### src/rtl/mult_div_unit.sv
// Multicycle multiply/divide unit holding the architectural HI/LO registers.
// One bit per cycle: shift-add multiply, restoring divide, signed via magnitude + sign fix-up.
module mult_div_unit #(
   parameter int WIDTH = 32
) (
   input  logic             clk,
   input  logic             reset,
   input  logic             start,
   input  logic [1:0]       op,
   input  logic [WIDTH-1:0] a,
   input  logic [WIDTH-1:0] b,
   input  logic             hi_wr,
   input  logic             lo_wr,
   input  logic [WIDTH-1:0] wdata,
   output logic [WIDTH-1:0] hi,
   output logic [WIDTH-1:0] lo,
   output logic             busy,
   output logic             done,
   output logic             div_zero
);

   localparam int CW = $clog2(WIDTH);

   typedef enum logic [1:0] {
      S_IDLE   = 2'd0,
      S_RUN    = 2'd1,
      S_FINISH = 2'd2
   } state_t;

   function automatic logic [WIDTH-1:0] neg_w(input logic [WIDTH-1:0] x);
      return {WIDTH{1'b0}} - x;
   endfunction

   function automatic logic [2*WIDTH-1:0] neg_2w(input logic [2*WIDTH-1:0] x);
      return {(2*WIDTH){1'b0}} - x;
   endfunction

   state_t             r_state;
   logic               r_is_div;
   logic               r_neg_q;
   logic               r_neg_r;
   logic               r_dz;
   logic [CW-1:0]      r_cnt;
   logic [2*WIDTH-1:0] r_acc;
   logic [WIDTH-1:0]   r_opnd;
   logic [WIDTH-1:0]   r_hi;
   logic [WIDTH-1:0]   r_lo;
   logic               r_busy;
   logic               r_done;
   logic               r_div_zero;

   logic               w_signed;
   logic               w_b_zero;
   logic [WIDTH-1:0]   w_a_mag;
   logic [WIDTH-1:0]   w_b_mag;
   logic [WIDTH:0]     w_mul_sum;
   logic [WIDTH:0]     w_rem_sh;
   logic               w_geq;
   logic [WIDTH-1:0]   w_diff;
   logic [2*WIDTH-1:0] w_acc_next;
   logic [2*WIDTH-1:0] w_prod;
   logic [WIDTH-1:0]   w_quo;
   logic [WIDTH-1:0]   w_rem;

   assign w_signed = ~op[0];
   assign w_b_zero = (b == {WIDTH{1'b0}});
   // The most-negative value negates to itself, which read unsigned is 2^(WIDTH-1).
   assign w_a_mag  = (w_signed && a[WIDTH-1]) ? neg_w(a) : a;
   assign w_b_mag  = (w_signed && b[WIDTH-1]) ? neg_w(b) : b;

   // Multiply keeps {partial product, remaining multiplier bits} in r_acc.
   assign w_mul_sum = {1'b0, r_acc[2*WIDTH-1:WIDTH]}
                    + (r_acc[0] ? {1'b0, r_opnd} : {(WIDTH+1){1'b0}});

   // Divide keeps {remainder, dividend shifting into quotient} in r_acc.
   assign w_rem_sh = r_acc[2*WIDTH-1:WIDTH-1];
   assign w_geq    = (w_rem_sh >= {1'b0, r_opnd});
   assign w_diff   = w_rem_sh[WIDTH-1:0] - r_opnd;

   assign w_prod = r_neg_q ? neg_2w(r_acc) : r_acc;
   assign w_quo  = r_neg_q ? neg_w(r_acc[WIDTH-1:0]) : r_acc[WIDTH-1:0];
   assign w_rem  = r_neg_r ? neg_w(r_acc[2*WIDTH-1:WIDTH]) : r_acc[2*WIDTH-1:WIDTH];

   // Next accumulator value for one multiply or divide iteration.
   always_comb begin
      w_acc_next = r_acc;
      if (r_is_div) begin
         if (w_geq) begin
            w_acc_next = {w_diff, r_acc[WIDTH-2:0], 1'b1};
         end else begin
            w_acc_next = {w_rem_sh[WIDTH-1:0], r_acc[WIDTH-2:0], 1'b0};
         end
      end else begin
         w_acc_next = {w_mul_sum, r_acc[WIDTH-1:1]};
      end
   end

   // Control FSM, datapath registers and registered outputs.
   always_ff @(posedge clk or negedge reset) begin
      if (!reset) begin
         r_state    <= S_IDLE;
         r_is_div   <= 1'b0;
         r_neg_q    <= 1'b0;
         r_neg_r    <= 1'b0;
         r_dz       <= 1'b0;
         r_cnt      <= {CW{1'b0}};
         r_acc      <= {(2*WIDTH){1'b0}};
         r_opnd     <= {WIDTH{1'b0}};
         r_hi       <= {WIDTH{1'b0}};
         r_lo       <= {WIDTH{1'b0}};
         r_busy     <= 1'b0;
         r_done     <= 1'b0;
         r_div_zero <= 1'b0;
      end else begin
         r_done     <= 1'b0;
         r_div_zero <= 1'b0;
         case (r_state)
            S_IDLE: begin
               if (start) begin
                  r_is_div <= op[1];
                  r_neg_q  <= w_signed & (a[WIDTH-1] ^ b[WIDTH-1]);
                  r_neg_r  <= w_signed & a[WIDTH-1];
                  r_cnt    <= {CW{1'b0}};
                  r_busy   <= 1'b1;
                  if (op[1]) begin
                     r_acc  <= {{WIDTH{1'b0}}, w_a_mag};
                     r_opnd <= w_b_mag;
                  end else begin
                     r_acc  <= {{WIDTH{1'b0}}, w_b_mag};
                     r_opnd <= w_a_mag;
                  end
                  if (op[1] && w_b_zero) begin
                     r_dz    <= 1'b1;
                     r_state <= S_FINISH;
                  end else begin
                     r_dz    <= 1'b0;
                     r_state <= S_RUN;
                  end
               end else begin
                  if (hi_wr) begin
                     r_hi <= wdata;
                  end else begin
                     r_hi <= r_hi;
                  end
                  if (lo_wr) begin
                     r_lo <= wdata;
                  end else begin
                     r_lo <= r_lo;
                  end
               end
            end
            S_RUN: begin
               r_acc <= w_acc_next;
               if (r_cnt == CW'(WIDTH-1)) begin
                  r_cnt   <= {CW{1'b0}};
                  r_state <= S_FINISH;
               end else begin
                  r_cnt   <= r_cnt + CW'(1);
               end
            end
            S_FINISH: begin
               r_busy  <= 1'b0;
               r_done  <= 1'b1;
               r_state <= S_IDLE;
               if (r_dz) begin
                  r_div_zero <= 1'b1;
               end else if (r_is_div) begin
                  r_hi <= w_rem;
                  r_lo <= w_quo;
               end else begin
                  r_hi <= w_prod[2*WIDTH-1:WIDTH];
                  r_lo <= w_prod[WIDTH-1:0];
               end
            end
            default: begin
               r_busy  <= 1'b0;
               r_state <= S_IDLE;
            end
         endcase
      end
   end

   assign hi       = r_hi;
   assign lo       = r_lo;
   assign busy     = r_busy;
   assign done     = r_done;
   assign div_zero = r_div_zero;

endmodule

### config.mk
export PLATFORM = sky130hd
export DESIGN_NAME = mult_div_unit
export DESIGN_NICKNAME = d
export VERILOG_FILES = /design/src/rtl/mult_div_unit.sv
export SDC_FILE = /design/constraint.sdc
export NUM_CORES = 1
export LEC_CHECK = 0
export CAP_MARGIN = 40
export CORE_MARGIN = 4
export CORE_UTILIZATION = 45
export CTS_CLUSTER_SIZE = 14
export DETAILED_ROUTE_END_ITERATION = 10
export PLACE_DENSITY = 0.74
export SLEW_MARGIN = 20
export SYNTH_ARGS = -nofsm -noshare
export SYNTH_HDL_FRONTEND = slang
export SYNTH_SLANG_ARGS = --single-unit
### constraint.sdc
create_clock -name clk -period 7.99 [get_ports clk]
set_input_delay 1.598 -clock clk [delete_from_list [all_inputs] [get_ports clk]]
set_output_delay 1.598 -clock clk [all_outputs]
set_load 0.01 [all_outputs]
==> results.cfg <==
; yosys + openroad results
[setup_path]
cp_num_cells = 9
cp.required_ns = 8.32
setup.worst_path.start_class = primary input
critPathTopFamily = simple AND/OR/NAND/NOR gates
worstPathMaxFanout = 6
regToRegSetupSlack_ns = 3.79
timing.critical_path.arrival_ns = 4.88
worstPathBufferInverterCount = 1
path_cells = clkdlybuf4s50_1, nor4_1, nor4b_1, nor3b_2, nand4_1, o31ai_1, xor2_1, a211oi_1, a311o_1
reg2reg_depth = 12
cp-end-kind = register

[cells_and_area]
n_fill_cell = 3145
area.sequential_mm2 = 0.00436
insertedDiodeCount = 0
final_layout_size_suffix_gt1_share_pct = 4.20
final-comb-area_mm2 = 0.0101
bufAreaShareNonClock_pct = 10.8
seq_share_pct = 24.4
final.clkbuf_count = 19
dominant-cell-class = logic gates
final.signal_inverter_count = 68
layout.core_utilization_pct = 53.3

[synth]
dominant_register_cell = dfrtp_1
synth.area.top_cells = dfrtp_1 (29%), xnor2_1 (6.3%), nor2_1 (6.0%)
top_area_share_pct = 28.6
synth-seq-cells = 174
yosysMostFrequentCell = nor2_1
synth.yosys.chip_area_mm2 = 0.0152
netlist.top_cell.by_area = dfrtp_1
mux_share_pct = 3.66
synthesis.nets = 2135
async_flop_share_pct = 100
synth-adder-area-share_pct = 6.01
synth_simple_gate_area_share_pct = 19.9
synth.yosys.warnings = 0
synthesis.area_per_instance_um2 = 7.77
yosysUniqueCellTypes = 76
synth_area_mm2 = 0.0152
edf_count = 0

[pwr]
clk_network_pwr_share_pct = 10.1
p_leak_nw = 7.51
switching_share_pct = 51.1
sequential_cell_power_consumption_w = 0.00200
power-top-group = combinational logic
switchingPower_w = 0.00435
p_comb_w = 0.00565
post-layout-total-power_w = 0.00851

[floorplanning]
core_area_mm2 = 0.0334
die_height_um = 192
io-pin-count = 170
fp-utilization_pct = 45.6

[final_timing]
slew_headroom_pct = 37.6
finalClockSkew_ns = 0.0136
setup_tns_ns = 0
tightest_slew_ns = 0.913
final_max_slew_viol_count = 0
final-setup-viol-count = 0
grt_setup_unrepaired = false
postLayoutSetupSlackWorst_ns = 3.44

[placed_design]
place.port_buffers = 169
place_hpwl_um = 41300

[cts]
numCtsBuffers = 17
cts.repair_timing.setup_buffer_count = 0

[status]
run_status = finished clean

[detailed_routing]
detailedRoute.firstPassIterationCount = 6
starting_drt_drc_count = 1487
route.layer.met1.wl_um = 23400
drt_drc_violations_left = 0

[run]
timing.max_cap.violations = 0
==> images/congestion.png <==
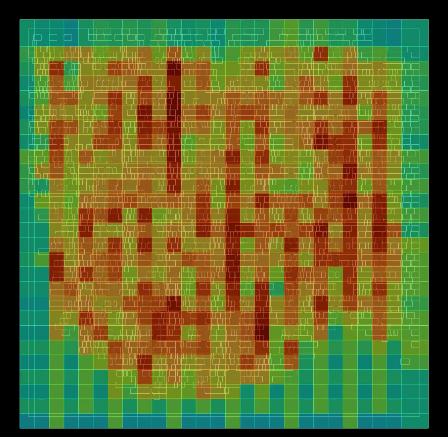
Top Usage Layer GRT: met2
per-cell routed wire length: 21.5 um
global routing met3 resource utilization: 4.85%
overall fraction of global-route tracks in use: 28.2%
met1 capacity usage during global routing: 39.8%

==> images/wires.png <==
Two of the layers only.
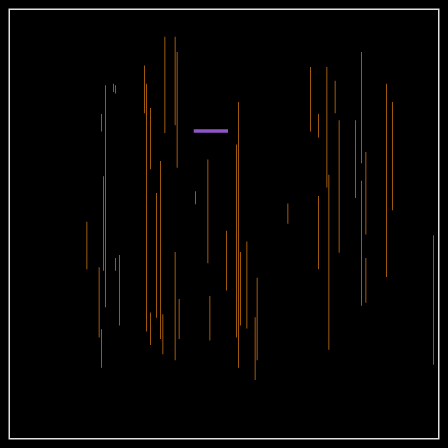
- metal 5: purple (wire length 13.8 um)
- metal 4: orange (wire length 1900 um)

==> images/layer_met4.png <==
Bar = 50 um.
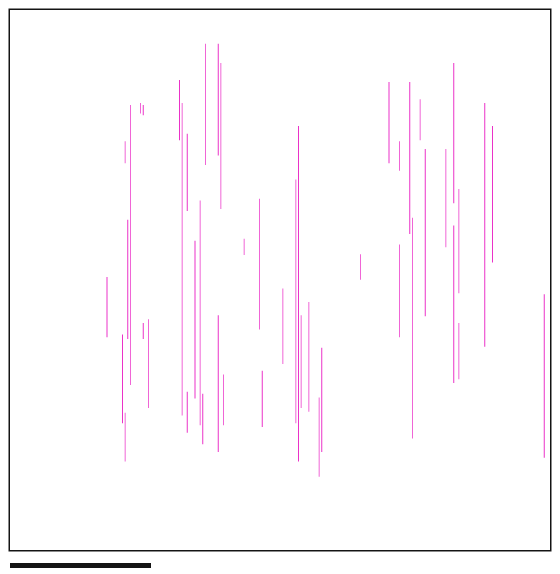
- main direction: vertical
- longest straight run: 119 um
- share of all routed wire: 3.5%
- wire length on this layer: 1900 um
- nets with wire on the layer: 43
via count of the routed design: 15444
detailed-route wire length: 53700 um

==> images/flops_by_reg.png <==
Bar = 50 um.
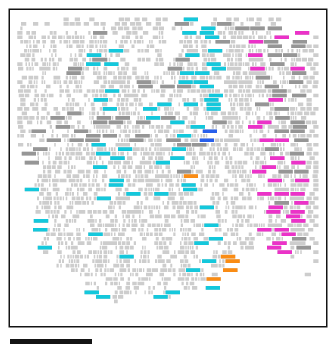
- `r_acc`: cyan (flops 64)
- `r_state`: blue (flops 2)
- `hi`: magenta (flops 32)
- `r_cnt`: orange (flops 5)

==> images/logic_types.png <==
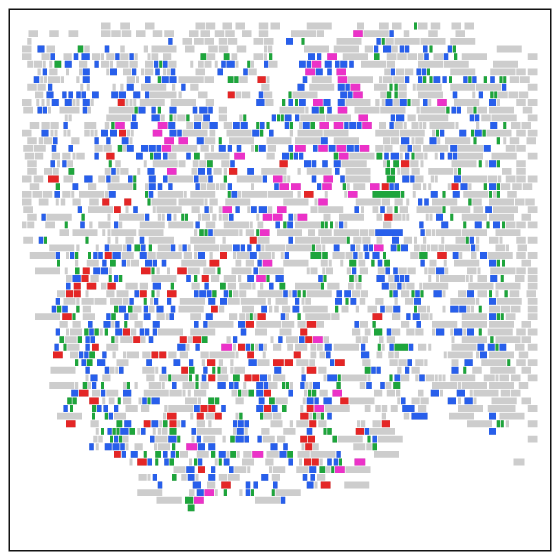
- AND-OR and OR-AND gates: red (cells 89; most used a21o_1)
- multiplexers: magenta (cells 55; most used mux2i_1)
- inverting AOI/OAI gates: blue (cells 544; most used a21oi_1; where spread over the die)
- NAND gates: green (cells 269; most used nand2_1; where spread over the die)
most common cell after layout, fill and taps aside: nor2_1
final standard cell count with taps included and fillers excluded: 2498
combinational fraction of the cell area: 56.9%

Power is estimated from default activity; no workload was simulated.
